Run 1, routing congestion:
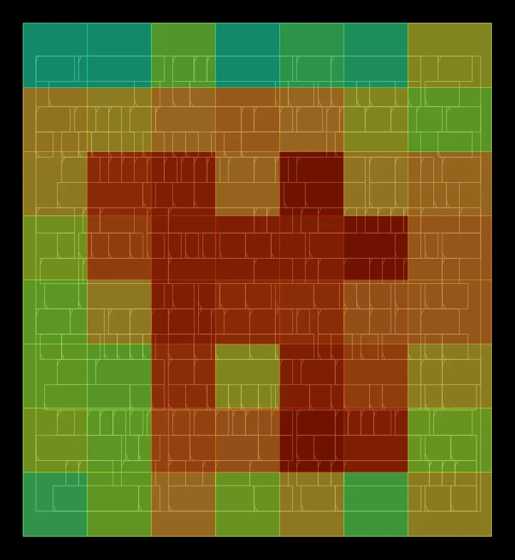
Run 1, metal 4:
Scale: 8 px per um. Supply wires on this layer in grey.
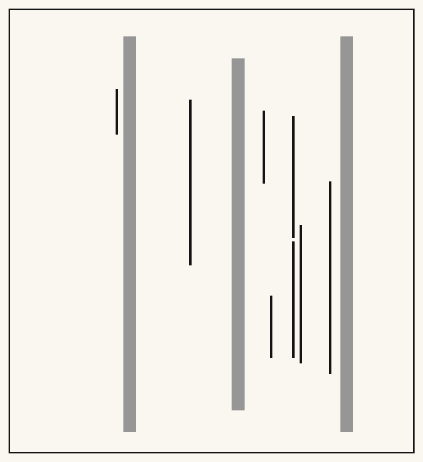
Run 1, gate families picked out:
Scale: 10 px per um.
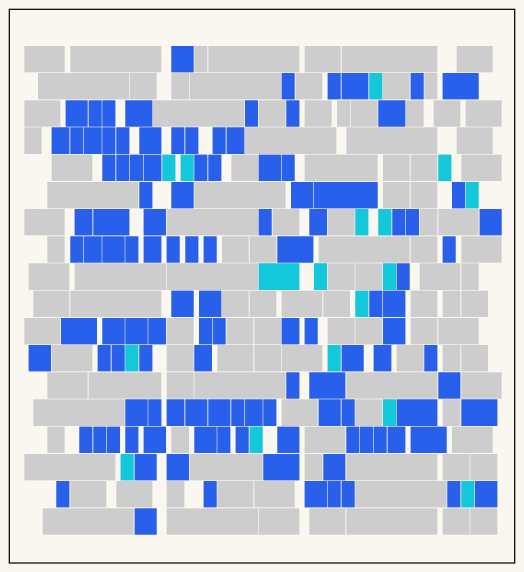
Run 1, layout detail:
Window x 10 to 40, y 2 to 32 um. Cells in grey, sequential cells in the stronger grey; small squares are vias.
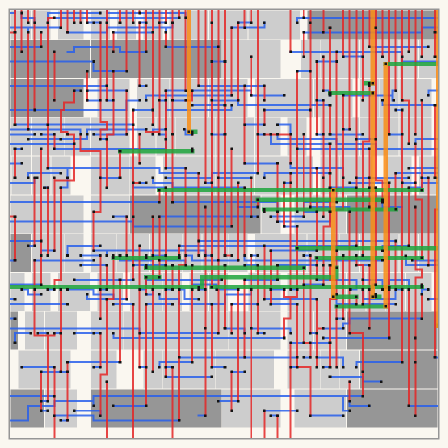
==> config.mk <==
export PLATFORM = sky130hd
export DESIGN_NAME = pia_portb_flat
export DESIGN_NICKNAME = d
export VERILOG_FILES = /design/src/rtl/pia_bus_if.sv /design/src/rtl/pia_portb.sv /design/src/flat_wrapper.sv
export SDC_FILE = /design/constraint.sdc
export NUM_CORES = 1
export LEC_CHECK = 0
export ABC_AREA = 1
export CORE_ASPECT_RATIO = 1.1
export CORE_UTILIZATION = 51
export CTS_CLUSTER_DIAMETER = 60
export DETAILED_ROUTE_END_ITERATION = 8
export GPL_TIMING_DRIVEN = 1
export PLACE_DENSITY = 0.83
export SLEW_MARGIN = 20
export SYNTH_ARGS = -nofsm -noshare
export SYNTH_HDL_FRONTEND = slang
export SYNTH_SLANG_ARGS = --single-unit
==> constraint.sdc <==
create_clock -name o2 -period 2.3 [get_ports o2]
set_input_delay 0.23 -clock o2 [delete_from_list [all_inputs] [get_ports o2]]
set_output_delay 0.23 -clock o2 [all_outputs]
set_load 0.005 [all_outputs]
==> run summary <==
yosys + openroad results -> CORE AREA=0.00234 mm2, design area=0.00210 mm2, Pre-Place Util=56.1%, switching share of power=35.5%, Avg Cell Area, Syn=7.73 um2, RePlAce Congestion=0.843, Most common reg cell=dfrtn_1, # DRC=0, status=finished with violations, dpl ws=-0.456 ns, post-synthesis net count=185, Synth top cell by count=nand2_1, buffers added on ports=33, crit path DRT=2.07 ns, hold crit path type=reg2reg, hold_buf cts=0, top cells by area=dfrtn_1 (44%), nand2_1 (21%), nand3_1 (8.0%), Die Y=55.2 um, worst hold stages=2, post-synthesis register bit count=24, critical path capture point type=output pin, peak fanout along the critical path=4, # Cells Yosys=170, grt ovf=0, Via-to-Cell Ratio=5.60, max incr delay on CP=0.49 ns, largest net degree at the start of global routing=23, crit path cell chain=nand3_2 -> inv_2 -> buf_6 -> nand2_2 -> nand3_2 -> buf_2, async set-reset flop share out of synthesis=100%, first drt pass iteration count=4, R2R depth=8, WL/cell=16.0 um, number of distinct library cells after synthesis=17, yosys warns=0, slowest CP cell=dfrtn_1, number of diodes=0, Pins Over Slew Limit=0, final hold vios=0, initial antenna violation count=0, Final setup viols=21, area grow syn2layout=59.7%, Yosys Chip Area=0.00131 mm2, Synth top cells by count=nand2_1 (73), dfrtn_1 (23), nand3_1 (21), cell taking the most area after synthesis=dfrtn_1, Synth Cell Area=0.00131 mm2, max_slew headroom=69.5%, Final WS setup=-0.419 ns, static leakage=0.00114 uW, clk_lat worst skew=0.37 ns, hpwl dp=2630 um, stage-log warning count=32, H-tree depth=1, Die Span X=50.4 um, # IOs=34, Rows=18, RSZ-0062 raised after global routing=yes, Crit path depth=6, Worst Setup Start Kind=flop, NetSw=517 uW, Detail Route Antenna Nets=0, post-route setup TNS=-4.45 ns, r2r setup slk=0.74 ns, GRT Total Usage=33.3%, overall power=1460 uW, Max Cap Viol=0, failing checks=negative setup slack, clock group share of total power=15.8%, CTS tree=yes, Int Pwr=941 uW, Die Area=0.00278 mm2, critical path type=reg2out, clock buffer depth=2, Post-synth EDFFs=0
-- 'routing congestion' (at the start) --
met3 Usage GRT: 5.51%
Final Util: 89.6%
GR peak layer: met2

-- 'metal 4' (at the start) --
main direction: vertical
nets with wire on the layer: 8
Vias: 1557
WL final: 4460 um

-- 'gate families picked out' (at the start) --
[cyan] inverters | cells: 17 | most used: inv_1
[blue] NAND gates | cells: 117 | most used: nand2_1 | where: widely spread
most frequent logic cell in the layout: nand2_1
fin cells: 278
logic share of the area: 31.5%

-- 'layout detail' (at the start) --
[orange] met4
[blue] met1
[red] met2
[green] met3
cells with their middle in the window: 107
most frequent: nand2_1 (26), buf_4 (13), nand4_1 (12)
sequential cells in the window: 10

==> run 1: logic make-up (layout without fill, tap and decap cells) <==
logic type / after synthesis / after routing / share of synthesized area, %
AND/OR/NAND/NOR: 120 / 120 / 43.7
flip-flops: 24 / 24 / 45.8
buffers and inverters: 25 / 103 / 9.90
AND-OR/OR-AND: 1 / 1 / 0.572
==> run 1: worst reg2reg max path, stage by stage, from the launching register on <==
cell,delay [ns]
dfrtn_1,0.49
nand3_2,0.11
buf_4,0.14
buf_4,0.12
buf_4,0.12
buf_4,0.12
buf_4,0.12
o21bai_1,0.13
nand2_1,0.08
==> run 1: layer usage <==
metal	track usage, %	up-vias	share of wire (%)
met5	0	-	0
met3	5.51	16	6.5
met1	37.3	756	37
li1	-	708	-
met4	12.7	0	2.5
met2	61.1	77	54
==> run 1: power groups by stage <==
stage | clock [uW] | combinational (uW) | sequential [uW]
CTS | 220 | 577 | 577
floorplan | 11.2 | 200 | 576
global placement | 15.9 | 465 | 581
detailed placement | 15.9 | 482 | 587
finish | 230 | 641 | 587
global route | 252 | 692 | 596
==> run 1: layout make-up <==
type	count	area, um2
timing repair buffer	79	682
clock inverter	2	7.51
tap	30	37.5
sequential	24	602
fill	124	244
inverter	17	71.3
clock buffer	5	36.3
multi-input combinational	121	662
==> run 1: metrics by stage <==
stage	std cells	util, %
after floorplan	170	-
after global placement	254	79.2
after detailed placement	254	79.2
after CTS	275	87.0
after global routing	278	89.6
final	278	89.6
==> run 1: layout by cell type, fill, tap and decap left out <==
master	n
buf_12	2
buf_2	11
buf_4	36
buf_6	17
clkbuf_1	1
clkbuf_2	1
clkbuf_4	3
clkdlybuf4s50_1	13
dfrtn_1	23
dfstp_2	1
inv_1	12
inv_2	6
inv_8	1
nand2_1	58
nand2_2	15
nand2_4	1
nand3_1	15
nand3_2	8
nand3_4	1
nand3b_1	3
nand4_1	16
nor2_4	1
nor2_8	1
nor3_1	1
o21bai_1	1
==> run 1: what timing repair did <==
item                                    4_1_cts  5_1_grt
endpoints found under the setup margin       40       26
pin swaps                                    11        8
buffers inserted                             18        4
gates resized                               106       22
Power is estimated from default activity; no workload was simulated.
